<file path="src/rtl/vga_timing_pkg.sv">
// vga_timing_pkg: shared 640x480@60 Hz timing constants, the output bundle
// carried through the sync pipeline, and a small window-compare helper.
package vga_timing_pkg;

    localparam int VGA_CW    = 16;   // width of the H/V count buses
    localparam int VGA_PIX_W = 10;   // width of pixel_x / pixel_y

    localparam int VGA_H_ACTIVE = 640;
    localparam int VGA_H_FP     = 16;
    localparam int VGA_H_SYNC   = 96;
    localparam int VGA_H_TOTAL  = 800;
    localparam int VGA_H_SYNC_START = VGA_H_ACTIVE + VGA_H_FP;
    localparam int VGA_H_SYNC_END   = VGA_H_SYNC_START + VGA_H_SYNC - 1;

    localparam int VGA_V_ACTIVE = 480;
    localparam int VGA_V_FP     = 10;
    localparam int VGA_V_SYNC   = 2;
    localparam int VGA_V_TOTAL  = 525;
    localparam int VGA_V_SYNC_START = VGA_V_ACTIVE + VGA_V_FP;
    localparam int VGA_V_SYNC_END   = VGA_V_SYNC_START + VGA_V_SYNC - 1;

    localparam logic VGA_SYNC_POL = 1'b0;  // active-low sync pulses

    // Everything that travels through the delay line, decoded in stage 1.
    typedef struct packed {
        logic                 hsync;
        logic                 vsync;
        logic                 video_on;
        logic [VGA_PIX_W-1:0] pixel_x;
        logic [VGA_PIX_W-1:0] pixel_y;
        logic                 line_start;
        logic                 frame_start;
        logic [VGA_CW-1:0]    frame_count;
        logic                 timing_error;
    } sync_bundle_t;

    // Inclusive window compare on a count value.
    function automatic logic in_window(input logic [VGA_CW-1:0] x,
                                       input logic [VGA_CW-1:0] lo,
                                       input logic [VGA_CW-1:0] hi);
        return (x >= lo) && (x <= hi);
    endfunction

endpackage

</file>
<file path="src/rtl/vga_pipe_delay.sv">
// vga_pipe_delay: DEPTH-stage shift register of a WIDTH-bit word.
// Every stage resets asynchronously to RESET_VALUE so the whole line shows
// the idle pattern the moment rst_n drops. DEPTH must be >= 1.
// Ports:
//   clk_25MHz  pixel clock
//   rst_n      asynchronous active-low reset
//   d          word entering the line
//   q          word delayed by DEPTH clocks
module vga_pipe_delay #(
    parameter int               WIDTH       = 1,
    parameter int               DEPTH       = 1,
    parameter logic [WIDTH-1:0] RESET_VALUE = '0
) (
    input  logic             clk_25MHz,
    input  logic             rst_n,
    input  logic [WIDTH-1:0] d,
    output logic [WIDTH-1:0] q
);

    logic [DEPTH-1:0][WIDTH-1:0] sr;

    always_ff @(posedge clk_25MHz or negedge rst_n) begin
        if (!rst_n) begin
            sr <= {DEPTH{RESET_VALUE}};
        end else begin
            sr[0] <= d;
            for (int i = 1; i < DEPTH; i++) sr[i] <= sr[i-1];
        end
    end

    assign q = sr[DEPTH-1];

endmodule

</file>
<file path="src/rtl/vga_sync_generator.sv">
// vga_sync_generator: decodes the horizontal/vertical pixel counts into
// registered sync, blanking, pixel coordinates, line/frame strobes, a frame
// counter and a sticky counter-sequencing fault flag. All outputs share one
// latency of PIPE_DELAY clocks (1..4) to line up with the renderer.
// Ports:
//   clk_25MHz      pixel clock
//   rst_n          asynchronous active-low reset
//   H_count_Value  horizontal count, 0..H_TOTAL-1
//   V_count_Value  vertical count, 0..V_TOTAL-1
//   hsync, vsync   sync pulses, asserted level = SYNC_POL
//   video_on       inside the active window
//   pixel_x/y      coordinates inside the window, 0 outside
//   line_start     one clock at H==0
//   frame_start    one clock at H==0 && V==0
//   frame_count    frames started since reset (wraps)
//   timing_error   sticky fault flag, cleared only by reset
module vga_sync_generator
    import vga_timing_pkg::*;
#(
    parameter int   H_ACTIVE   = VGA_H_ACTIVE,
    parameter int   H_FP       = VGA_H_FP,
    parameter int   H_SYNC     = VGA_H_SYNC,
    parameter int   H_TOTAL    = VGA_H_TOTAL,
    parameter int   V_ACTIVE   = VGA_V_ACTIVE,
    parameter int   V_FP       = VGA_V_FP,
    parameter int   V_SYNC     = VGA_V_SYNC,
    parameter int   V_TOTAL    = VGA_V_TOTAL,
    parameter logic SYNC_POL   = VGA_SYNC_POL,
    parameter int   PIPE_DELAY = 2
) (
    input  logic                 clk_25MHz,
    input  logic                 rst_n,
    input  logic [VGA_CW-1:0]    H_count_Value,
    input  logic [VGA_CW-1:0]    V_count_Value,
    output logic                 hsync,
    output logic                 vsync,
    output logic                 video_on,
    output logic [VGA_PIX_W-1:0] pixel_x,
    output logic [VGA_PIX_W-1:0] pixel_y,
    output logic                 line_start,
    output logic                 frame_start,
    output logic [VGA_CW-1:0]    frame_count,
    output logic                 timing_error
);

    localparam logic [VGA_CW-1:0] HA    = VGA_CW'(H_ACTIVE);
    localparam logic [VGA_CW-1:0] HS0   = VGA_CW'(H_ACTIVE + H_FP);
    localparam logic [VGA_CW-1:0] HS1   = VGA_CW'(H_ACTIVE + H_FP + H_SYNC - 1);
    localparam logic [VGA_CW-1:0] HT    = VGA_CW'(H_TOTAL);
    localparam logic [VGA_CW-1:0] HLAST = VGA_CW'(H_TOTAL - 1);
    localparam logic [VGA_CW-1:0] VA    = VGA_CW'(V_ACTIVE);
    localparam logic [VGA_CW-1:0] VS0   = VGA_CW'(V_ACTIVE + V_FP);
    localparam logic [VGA_CW-1:0] VS1   = VGA_CW'(V_ACTIVE + V_FP + V_SYNC - 1);
    localparam logic [VGA_CW-1:0] VT    = VGA_CW'(V_TOTAL);
    localparam logic [VGA_CW-1:0] VLAST = VGA_CW'(V_TOTAL - 1);
    localparam logic [VGA_CW-1:0] ONE   = VGA_CW'(1);
    localparam logic [VGA_CW-1:0] ZERO  = '0;

    localparam sync_bundle_t RST_B = '{
        hsync: ~SYNC_POL, vsync: ~SYNC_POL, video_on: 1'b0,
        pixel_x: '0, pixel_y: '0, line_start: 1'b0, frame_start: 1'b0,
        frame_count: '0, timing_error: 1'b0
    };

    sync_bundle_t      s1_d, s1_q, out_b;
    logic [VGA_CW-1:0] prev_h, prev_v;
    logic              prev_valid;
    logic              active, frame_hit, h_wrap, v_step_ok, fault;

    // Stage-1 decode plus sequencing check on the raw counts.
    always_comb begin
        active    = (H_count_Value < HA) && (V_count_Value < VA);
        frame_hit = (H_count_Value == ZERO) && (V_count_Value == ZERO);
        h_wrap    = (prev_h == HLAST) && (H_count_Value == ZERO);
        v_step_ok = (V_count_Value == prev_v + ONE) ||
                    ((prev_v == VLAST) && (V_count_Value == ZERO));

        // Range faults are meaningful even before a previous sample exists.
        fault = (H_count_Value >= HT) || (V_count_Value >= VT);
        if (prev_valid) begin
            if ((H_count_Value != prev_h + ONE) && !h_wrap) fault = 1'b1;
            if ((H_count_Value != ZERO) && (V_count_Value != prev_v)) fault = 1'b1;
            // At a line wrap V must step (also catches a missed advance).
            if ((H_count_Value == ZERO) && !v_step_ok) fault = 1'b1;
        end

        s1_d              = RST_B;
        s1_d.hsync        = in_window(H_count_Value, HS0, HS1) ? SYNC_POL : ~SYNC_POL;
        s1_d.vsync        = in_window(V_count_Value, VS0, VS1) ? SYNC_POL : ~SYNC_POL;
        s1_d.video_on     = active;
        s1_d.pixel_x      = active ? H_count_Value[VGA_PIX_W-1:0] : '0;
        s1_d.pixel_y      = active ? V_count_Value[VGA_PIX_W-1:0] : '0;
        s1_d.line_start   = (H_count_Value == ZERO);
        s1_d.frame_start  = frame_hit;
        // The stage-1 register is the frame counter itself, so the new count
        // rides alongside its frame_start strobe.
        s1_d.frame_count  = s1_q.frame_count + {{(VGA_CW-1){1'b0}}, frame_hit};
        s1_d.timing_error = s1_q.timing_error | fault;
    end

    always_ff @(posedge clk_25MHz or negedge rst_n) begin
        if (!rst_n) begin
            s1_q       <= RST_B;
            prev_h     <= '0;
            prev_v     <= '0;
            prev_valid <= 1'b0;
        end else begin
            s1_q       <= s1_d;
            prev_h     <= H_count_Value;
            prev_v     <= V_count_Value;
            prev_valid <= 1'b1;
        end
    end

    generate
        if (PIPE_DELAY <= 1) begin : g_direct
            assign out_b = s1_q;
        end else begin : g_delay
            vga_pipe_delay #(
                .WIDTH      ($bits(sync_bundle_t)),
                .DEPTH      (PIPE_DELAY - 1),
                .RESET_VALUE(RST_B)
            ) u_delay (
                .clk_25MHz(clk_25MHz),
                .rst_n    (rst_n),
                .d        (s1_q),
                .q        (out_b)
            );
        end
    endgenerate

    assign hsync        = out_b.hsync;
    assign vsync        = out_b.vsync;
    assign video_on     = out_b.video_on;
    assign pixel_x      = out_b.pixel_x;
    assign pixel_y      = out_b.pixel_y;
    assign line_start   = out_b.line_start;
    assign frame_start  = out_b.frame_start;
    assign frame_count  = out_b.frame_count;
    assign timing_error = out_b.timing_error;

endmodule

</file>
<file path="config.mk">
export PLATFORM = sky130hd
export DESIGN_NAME = vga_sync_generator
export DESIGN_NICKNAME = d
export VERILOG_FILES = /design/src/rtl/vga_timing_pkg.sv /design/src/rtl/vga_pipe_delay.sv /design/src/rtl/vga_sync_generator.sv
export SDC_FILE = /design/constraint.sdc
export NUM_CORES = 1
export LEC_CHECK = 0
export ABC_AREA = 1
export CORE_MARGIN = 5
export CORE_UTILIZATION = 40
export DETAILED_ROUTE_END_ITERATION = 8
export PLACE_DENSITY = 0.64
export SYNTH_ARGS = -nofsm -noshare
export SYNTH_HDL_FRONTEND = slang
export SYNTH_SLANG_ARGS = --single-unit
</file>
<file path="constraint.sdc">
create_clock -name clk_25MHz -period 1.8 [get_ports clk_25MHz]
set_input_delay 0.18 -clock clk_25MHz [delete_from_list [all_inputs] [get_ports clk_25MHz]]
set_output_delay 0.18 -clock clk_25MHz [all_outputs]
set_load 0.05 [all_outputs]
</file>
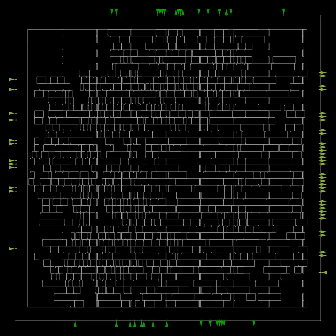
placement.png
Seq area share: 37.0%
Taps Inserted: 172
Final Util: 63.4%

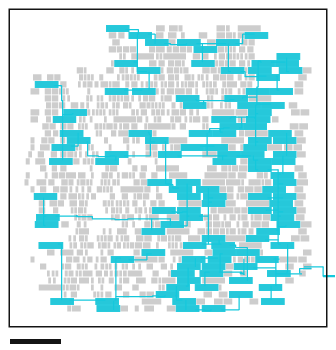
io_fan.png
The bar under the picture is 20 µm long.
| color | port | bits | direction | edge | end cells | buffers | wire |
|---|---|---|---|---|---|---|---|
| cyan | rst_n | 1 | input | right | 117 | 5 | 853 µm |

==> impl_metrics.yaml <==
# generated from flow reports
pwr:
  p_sw_share_pct: 24.8
  power.switching_mw: 1.61
  clock_power_mw: 3.12
  finalPower_mw: 6.50
  seq_power_mw: 2.72
  power_density_nw_per_um2: 819
  comb-power_mw: 0.659
  leakage_nw: 4.12
  combinationalPowerShare_pct: 10.1
  power_leader: "clock"
  seqPwrFrac_pct: 41.8
  vdd_drop_max_v: 0.000429
  p_int_mw: 4.89
clocking:
  cts_made_buffers: 17
  postCtsResizedCells: 107
  clkSlewWorstSetupHoldPaths_ns: 0.05
  clock_path_buffers: 2
  htree_levels: 4
  clock_latency_ns: 0.41
  clkSinkCount: 117
  cts_tree: "yes"
  clockRootBuffer: "clkbuf_16"
  cts_hold_buf: 3
  cts_setup_buffers: 42
routing:
  wl_met1_mm: 5.83
  met3WireLength_um: 765
  highest_layer: "met4"
  drtAntennaViolNets: 0
  vias: 4553
  totalWireLength_mm: 13.1
  wl_per_cell_um: 13.2
  drc: 0
  first_iter_violations: 281
  via_per_inst: 4.58
  wl_met2_mm: 6.30
  drt_first_pass_iters: 5
critical_path:
  crit_path_end_kind: "register"
  cp_num_buf_inv: 3
  crit_end: "s1_q[15]"
  critPathTopFamily: "simple AND/OR/NAND/NOR gates"
  critical_path_depth: 14
  cpMostUsedCell: "ha_4"
  reg2regPathDepth: 12
  start_kind: "primary input"
  critPathMaxFanout: 3
  crit_chain: "dlygate4sd2_1 -> inv_2 -> nand4_1 -> nor2_2 -> nand2_2 -> nor2_4 -> ha_4 -> buf_6 -> ha_4 -> nand3_4 -> nor4_4 -> nand3_2 -> nor3_4 -> xor2_1"
  r2r_end: "s1_q[0]"
  reg2reg_from: "prev_h[1]"
  critical_path_class: "in -> reg"
  critPathSlowestCell: "nor4_4"
  cp_data_arrival_time_ns: 2.39
  cpPeakStageDelay_ns: 0.34
  crit_required_ns: 2.12
  worstSetupStartpoint: "H_count_Value[9]"
finish:
  bufAreaShareNonClock_pct: 23.4
  area_delta_synth_final_pct: 56.1
  fin_area_um2: 7940
  biggestCellCategory: "registers"
  flops: 117
  regArea_um2: 2930
  nNetsFinal: 848
  inverters: 85
  num_antenna_cells: 0
  layout_top_cells: "buf_4 (143), nand2_1 (135), dfrtp_1 (112)"
  fillers: 1055
  layout_top_cell: "buf_4"
  layout.cells.non_filler: 994
  clk_share_pct: 7.02
  drive_above_1_share_pct: 32.8
  comb_area_um2: 2050
  comb-cell-share_pct: 25.9
  num-nonclk-buffers: 224
  comb_cells: 364
min_path:
  whs_endpoint: "prev_h[4]"
  holdPathStages: 2
  worstHoldStart: "H_count_Value[4]"
  hp-class: "in -> reg"
placement:
  dp_hpwl_mm: 9.30
  routabilityCongestion: 0.924
  pre_cts_ws_ns: -0.924
  io_buffers: 75
  place_area_um2: 6850
  dp.cells: 910
synthesis:
  ys_sh_adder_pct: 1.23
  netlist_area_um2: 5080
  ys_sh_simple_pct: 27.6
  yosysWarnings: 0
  top_cells_by_area: "dfrtp_1 (56%), nand2_1 (11%), inv_1 (6.0%)"
  synthMuxAreaShare_pct: 0
  async_reset_ff_share_pct: 100
  yosys-stat-area_um2: 5080
  synth-edff-count: 0
  yosys.area.top_type: "dfrtp_1"
  synth.most_common_cell: "nand2_1"
  yosys.area_share.aoi_pct: 1.13
  xor_share_pct: 5.68
  ys_top_logic_family: "simple AND/OR/NAND/NOR gates"
  synth_seq_share_pct: 57.7
  flop_cell: "dfrtp_1"
  numSynthFlops: 117
  floorplan.nets: 608
  syn_avg_cell_area_um2: 8.94
  top_cells_by_count: "nand2_1 (143), dfrtp_1 (113), inv_1 (81)"
  yosys_cells: 569
  syn_inst: 569
grt:
  grt_max_degree: 62
  grt_pass1_vias: 4679
  grt_overflow_total: 0
  met2_usage_pct: 29.7
  grt_pass1_wl_mm: 21.8
  grt_use_total_pct: 18.7
  grt_antenna_before_repair: 0
  busiest_layer: "met2"
  grtUsageMet1_pct: 24.5
  use_met3_pct: 4.33
final_timing:
  whs_ns: 0.00636
  hold_viol_final: 0
  min_period_over_period_pct: 115
  setup_tns_ns: -1.28
  skew_ns: 0.00567
  tightest_slew_ns: 0.525
  rsz0062_at_grt: "yes"
  setup_ws_ns: -0.269
  max_freq_ghz: 0.483
  relSlewSlack_pct: 64.9
  drv_slew: 0
  finalSetupViolCount: 11
  period_minus_slack_ns: 2.07
die:
  ios: 76
  fp-utilization_pct: 40.6
  die_y_um: 123
  die_area_um2: 15100
  num_rows: 41
outcome:
  failed_checks: "negative setup slack"
  status: "complete, but fails checks"
flow_run:
  warnings: 30
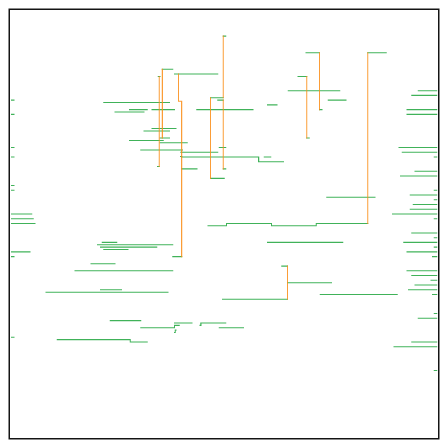
wires.png
Only two layers are drawn.
| color | layer | wire length |
|---|---|---|
| green | metal 3 | 765 µm |
| orange | metal 4 | 252 µm |

No activity file was given, so power comes from the tool's default toggle rates.
